Fig. 1: run 1, floorplan with the power grid
(8 px per um) Pins as bars on the die edge. Tap cells in gray.
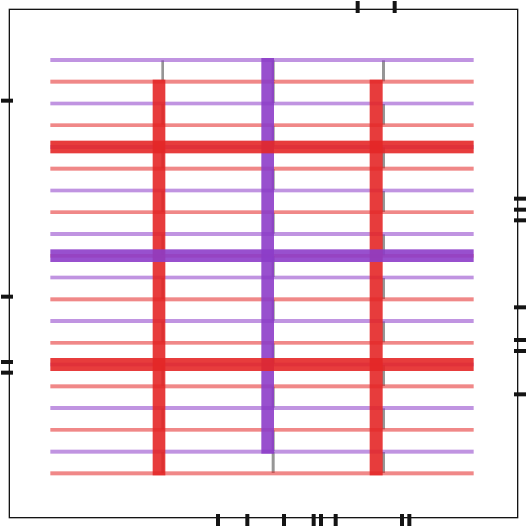
Fig. 2: run 1, cells colored by class
(8 px per um) Fill, decap, tap and diode cells in gray.
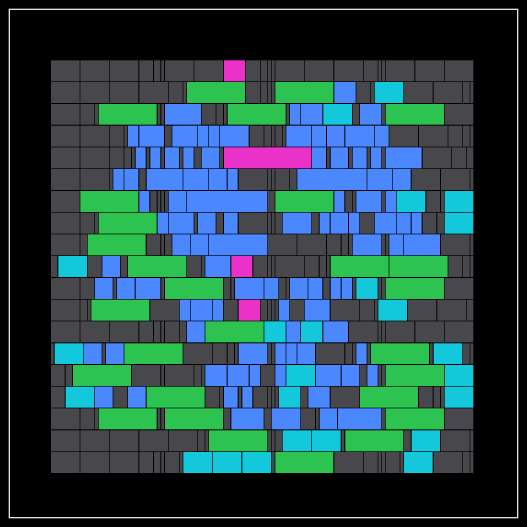
Fig. 3: run 1, clock wires, drivers and flops
(6 px per um)
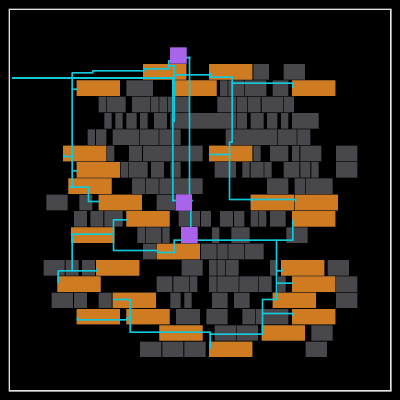
$ cat src/rtl/traffic_light_fsm.sv
// Two-way intersection phase sequencer with pedestrian walk, timed by ticks
// derived from the clk_mstr square wave sampled in the clk_50_mhz domain.
module traffic_light_fsm #(
  parameter int GREEN_MIN  = 5,
  parameter int GREEN_MAX  = 20,
  parameter int EW_GREEN_T = 8,
  parameter int YELLOW_T   = 3,
  parameter int ALLRED_T   = 1,
  parameter int CNT_BITS   = 5
) (
  input  logic                clk_50_mhz,
  input  logic                rst,
  input  logic                clk_mstr,
  input  logic                ew_car,
  input  logic                ped_btn,
  output logic [2:0]          ns_lights,
  output logic [2:0]          ew_lights,
  output logic                walk,
  output logic                ped_pending,
  output logic [CNT_BITS-1:0] sec_left,
  output logic [2:0]          state
);

  typedef enum logic [2:0] {
    NS_G = 3'd0,
    NS_Y = 3'd1,
    AR_A = 3'd2,
    EW_G = 3'd3,
    EW_Y = 3'd4,
    AR_B = 3'd5
  } phase_t;

  localparam logic [CNT_BITS-1:0] L_GREEN_MAX = CNT_BITS'(GREEN_MAX);
  localparam logic [CNT_BITS-1:0] L_EW_GREEN  = CNT_BITS'(EW_GREEN_T);
  localparam logic [CNT_BITS-1:0] L_YELLOW    = CNT_BITS'(YELLOW_T);
  localparam logic [CNT_BITS-1:0] L_ALLRED    = CNT_BITS'(ALLRED_T);
  localparam logic [CNT_BITS:0]   L_GREEN_MIN = (CNT_BITS+1)'(GREEN_MIN);
  localparam logic                EARLY_EN    = (GREEN_MIN <= GREEN_MAX);

  localparam logic [2:0] RED = 3'b100;
  localparam logic [2:0] YEL = 3'b010;
  localparam logic [2:0] GRN = 3'b001;

  logic r_mstr_s1, r_mstr_s2, r_mstr_s3;
  logic r_car_s1, r_car_s2;
  logic r_ped_s1, r_ped_s2;

  phase_t              r_state;
  logic [CNT_BITS-1:0] r_sec_left;
  logic [CNT_BITS-1:0] r_elapsed;
  logic [2:0]          r_ns;
  logic [2:0]          r_ew;
  logic                r_walk;
  logic                r_ped_pending;

  logic                w_tick;
  logic                w_early;
  logic                w_advance;
  logic                w_illegal;
  logic                w_enter_ewg;
  phase_t              w_seq_next;
  phase_t              w_state_next;
  logic [CNT_BITS-1:0] w_dur;
  logic [CNT_BITS-1:0] w_sec_next;

  assign w_tick = r_mstr_s2 & ~r_mstr_s3;

  // Early NS green exit once the minimum green has been served and there is demand.
  assign w_early = EARLY_EN && (r_state == NS_G) &&
                   (({1'b0, r_elapsed} + (CNT_BITS+1)'(1)) >= L_GREEN_MIN) &&
                   (r_car_s2 | r_ped_pending);

  assign w_advance = w_tick && ((r_sec_left == CNT_BITS'(1)) || w_early);

  always_comb begin
    w_seq_next = AR_B;
    w_dur      = L_ALLRED;
    w_illegal  = 1'b0;
    case (r_state)
      NS_G: begin w_seq_next = NS_Y; w_dur = L_YELLOW;    end
      NS_Y: begin w_seq_next = AR_A; w_dur = L_ALLRED;    end
      AR_A: begin w_seq_next = EW_G; w_dur = L_EW_GREEN;  end
      EW_G: begin w_seq_next = EW_Y; w_dur = L_YELLOW;    end
      EW_Y: begin w_seq_next = AR_B; w_dur = L_ALLRED;    end
      AR_B: begin w_seq_next = NS_G; w_dur = L_GREEN_MAX; end
      default: w_illegal = 1'b1;
    endcase
  end

  always_comb begin
    w_state_next = r_state;
    w_sec_next   = r_sec_left;
    if (w_illegal) begin
      w_state_next = AR_B;
      w_sec_next   = L_ALLRED;
    end else if (w_advance) begin
      w_state_next = w_seq_next;
      w_sec_next   = w_dur;
    end else if (w_tick) begin
      w_sec_next   = r_sec_left - CNT_BITS'(1);
    end
  end

  assign w_enter_ewg = (w_state_next == EW_G) && (r_state != EW_G);

  always_ff @(posedge clk_50_mhz) begin
    if (rst) begin
      r_mstr_s1     <= 1'b0;
      r_mstr_s2     <= 1'b0;
      r_mstr_s3     <= 1'b0;
      r_car_s1      <= 1'b0;
      r_car_s2      <= 1'b0;
      r_ped_s1      <= 1'b0;
      r_ped_s2      <= 1'b0;
      r_state       <= AR_B;
      r_sec_left    <= L_ALLRED;
      r_elapsed     <= '0;
      r_ns          <= RED;
      r_ew          <= RED;
      r_walk        <= 1'b0;
      r_ped_pending <= 1'b0;
    end else begin
      r_mstr_s1 <= clk_mstr;
      r_mstr_s2 <= r_mstr_s1;
      r_mstr_s3 <= r_mstr_s2;
      r_car_s1  <= ew_car;
      r_car_s2  <= r_car_s1;
      r_ped_s1  <= ped_btn;
      r_ped_s2  <= r_ped_s1;

      r_state    <= w_state_next;
      r_sec_left <= w_sec_next;

      if ((w_state_next == NS_G) && (r_state != NS_G))
        r_elapsed <= '0;
      else if ((r_state == NS_G) && w_tick)
        r_elapsed <= r_elapsed + CNT_BITS'(1);

      // A press coinciding with EW_G entry is kept for the next cycle of phases.
      if (r_ped_s2)
        r_ped_pending <= 1'b1;
      else if (w_enter_ewg)
        r_ped_pending <= 1'b0;

      if (w_enter_ewg)
        r_walk <= r_ped_pending;
      else if (w_state_next != EW_G)
        r_walk <= 1'b0;

      case (w_state_next)
        NS_G:    begin r_ns <= GRN; r_ew <= RED; end
        NS_Y:    begin r_ns <= YEL; r_ew <= RED; end
        EW_G:    begin r_ns <= RED; r_ew <= GRN; end
        EW_Y:    begin r_ns <= RED; r_ew <= YEL; end
        default: begin r_ns <= RED; r_ew <= RED; end
      endcase
    end
  end

  assign ns_lights   = r_ns;
  assign ew_lights   = r_ew;
  assign walk        = r_walk;
  assign ped_pending = r_ped_pending;
  assign sec_left    = r_sec_left;
  assign state       = r_state;

endmodule
$ cat config.mk
export PLATFORM = sky130hd
export DESIGN_NAME = traffic_light_fsm
export DESIGN_NICKNAME = d
export VERILOG_FILES = /design/src/rtl/traffic_light_fsm.sv
export SDC_FILE = /design/constraint.sdc
export NUM_CORES = 1
export LEC_CHECK = 0
export CORE_MARGIN = 5
export CORE_UTILIZATION = 45
export DETAILED_ROUTE_END_ITERATION = 6
export PLACE_DENSITY_LB_ADDON = 0.25
export SLEW_MARGIN = 20
export SYNTH_ARGS = -nofsm -noshare
export SYNTH_HDL_FRONTEND = slang
export SYNTH_SLANG_ARGS = --single-unit
$ cat constraint.sdc
create_clock -name clk_50_mhz -period 2.3 [get_ports clk_50_mhz]
set_input_delay 0.46 -clock clk_50_mhz [delete_from_list [all_inputs] [get_ports clk_50_mhz]]
set_output_delay 0.46 -clock clk_50_mhz [all_outputs]
set_load 0.01 [all_outputs]
==> impl_metrics.env, run 1 <==
# physical design summary
export IMPL_critPathCapture="ew_lights[2]$_SDFF_PP1_"
export IMPL_cts_sinks=28
export IMPL_sequentialPower_uw=543
export IMPL_use_met1_pct=15.3
export IMPL_cp_slowest_cell="a211oi_4"
export IMPL_grt_pass1_vias=928
export IMPL_n_all_inverters=8
export IMPL_switching_share_pct=27.5
export IMPL_routedWlPerCell_um=12.3
export IMPL_grt_max_degree=17
export IMPL_warning_count=28
export IMPL_drt_first_pass_iters=4
export IMPL_yosys_dominant_comb_family="simple AND/OR/NAND/NOR gates"
export IMPL_setup_violations=0
export IMPL_dpl_cell_count=183
export IMPL_maxSlewHeadroom_pct=70.4
export IMPL_rsz0062_at_grt="no"
export IMPL_dp_hpwl_um=1750
export IMPL_r2r_end="ew_lights[2]$_SDFF_PP1_"
export IMPL_dominant_cells="combinational gates"
export IMPL_ios=21
export IMPL_rrSetupSlack_ps=220
export IMPL_outcome="completed"
export IMPL_synth_edff_count=0
export IMPL_gp_congestion=0.826
export IMPL_syn_to_final_growth_pct=23.0
export IMPL_layout_cells_non_filler=187
export IMPL_cts_buffers=3
export IMPL_path_max_fanout=9
export IMPL_highest_layer="met4"
export IMPL_fp_nets=143
export IMPL_wl_met2_um=1050
export IMPL_period_used_pct=90.3
export IMPL_p_sw_uw=316
export IMPL_slew_violations=0
export IMPL_n_all_buffers=24
export IMPL_pg_comb_uw=285
export IMPL_top_usage_layer="met2"
export IMPL_drc_errors=0
export IMPL_final_clk_cell_share_pct=3.33
export IMPL_yosys_warnings=0
## Picture notes: Fig. 1
VDD: shown in purple. VSS: shown in red.
21 signal pins sit on the boundary. 3 straps on met5. 31 tap cells. 20 met1 rails follow the rows. 3 straps on met4.
Die Y-Extent: 63.4 um
Die Wd: 63.4 um
core box area: 2730 sq um
peak supply drop: 0.000437 V

## Picture notes: Fig. 2
flip-flops: shown in green, cells 28. all other logic: shown in blue, cells 100. clock drivers and dummy loads: shown in magenta, cells 4. other buffers and delay cells: shown in cyan, cells 24.
row cnt: 19
post-route cell area: 1580 sq um
Seq/total area: 35.6%

## Picture notes: Fig. 3
cells driving clock nets: shown in purple, count 3. clock wires: shown in cyan, length 334 um. flip-flops: shown in orange, count 28.
There are 4 routed clock nets.
clock power share: 28.0%
Post-Route Skew: 7.44 ps

==> run 1 -> run 2 <==
--- a/config.mk
+++ b/config.mk
@@ -6,7 +6,7 @@
 export NUM_CORES = 1
 export LEC_CHECK = 0
 export CORE_MARGIN = 5
-export CORE_UTILIZATION = 45
+export CORE_UTILIZATION = 51
 export DETAILED_ROUTE_END_ITERATION = 6
 export PLACE_DENSITY_LB_ADDON = 0.25
 export SLEW_MARGIN = 20
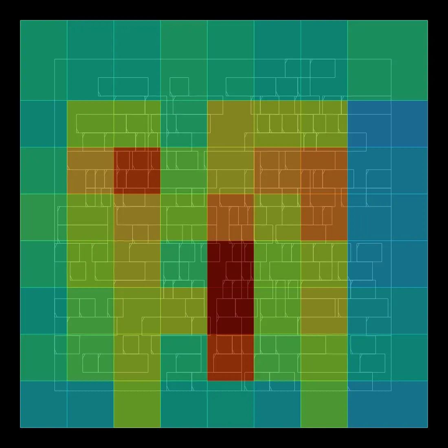
Fig. 4. Routing congestion map (run 2).
GRT met2 Usage: 24.8%
Final Util: 64.1%
GR Util All Layers: 14.7%
DR WL/cell: 12.5 um

==> run 2 against run 1 <==
  * Combinational power about the same
  * Largest cell class unchanged
  * Cell count fell by 0.53%
  * Fmax down 0.53%
  * Critical path depth unchanged
==> impl_metrics.env, run 2 <==
# physical design summary
export IMPL_final_antenna_net_count=0
export IMPL_warning_count=28
export IMPL_crit_chain="inv_1 > ha_1 > and3b_1 > a2111oi_4 > a211oi_4 > or2_4 > mux2_4"
export IMPL_yosys_warnings=0
export IMPL_tightest_slew_ps=418
export IMPL_cp_slowest_cell="dfxtp_1"
export IMPL_ios=21
export IMPL_p_sw_uw=307
export IMPL_vdd_ir_drop_max_v=0.000413
export IMPL_num_rows=18
export IMPL_dp_hpwl_um=1820
export IMPL_switching_share_pct=28.9
export IMPL_grt_first_pass_wirelength_um=3960
export IMPL_async_flop_share_pct=0
export IMPL_insertion_delay_ps=320
export IMPL_dpl_cell_count=182
export IMPL_drt_first_pass_iters=4
export IMPL_dominant_cells="combinational gates"
export IMPL_slew_violations=0
export IMPL_nets=166
export IMPL_setup_violations=0
export IMPL_top_power_group="sequential cells"
export IMPL_seq_share_pct=36.0
export IMPL_holdBufCountCts=0
export IMPL_start_kind="register"
export IMPL_use_met1_pct=17.1
export IMPL_fin_area_sq_um=1560
export IMPL_pg_comb_uw=284
export IMPL_grt_pass1_vias=919
export IMPL_drc_errors=0
export IMPL_skew_ps=2.71
export IMPL_period_used_pct=90.8
export IMPL_top_usage_layer="met2"
export IMPL_n_all_buffers=24
export IMPL_highest_layer="met4"
export IMPL_maxSlewHeadroom_pct=72.1
export IMPL_yosys_dominant_comb_family="simple AND/OR/NAND/NOR gates"
export IMPL_layout_cells_non_filler=186
export IMPL_fp_nets=143
export IMPL_worst_path_stages=7
export IMPL_pwr_share_comb_pct=26.8
export IMPL_gp_congestion=0.825
export IMPL_rrSetupSlack_ps=210
export IMPL_sequentialPower_uw=543
export IMPL_synth_edff_count=0
export IMPL_wl_met2_um=1090
export IMPL_placed_cell_area_sq_um=1520
export IMPL_critPathCapture="ew_lights[2]$_SDFF_PP1_"
export IMPL_grt_max_degree=16
export IMPL_crit_family="AND-OR/OR-AND gates"
export IMPL_outcome="completed"
export IMPL_n_all_inverters=8
export IMPL_regToRegStartpoint="r_elapsed[0]$_SDFFE_PP0P_"
export IMPL_cts_sinks=28
export IMPL_clkPwrFrac_pct=22.0
export IMPL_drive_gt1_share_pct=10.9
export IMPL_die_size_x_um=60.1
export IMPL_whs_path_depth=1
export IMPL_cts_buffers=3
export IMPL_core_sq_um=2430
export IMPL_dieHeight_um=60.1
export IMPL_rsz0062_at_grt="no"
export IMPL_syn_to_final_growth_pct=21.7
export IMPL_r2r_end="ew_lights[2]$_SDFF_PP1_"
export IMPL_cpPeakStageDelay_ps=410
export IMPL_final_clk_cell_share_pct=2.33
export IMPL_path_max_fanout=9
export IMPL_muxShareOfSynthArea_pct=5.96
export IMPL_layout_top_cell="dfxtp_1"
No activity file was given, so power comes from the tool's default toggle rates.
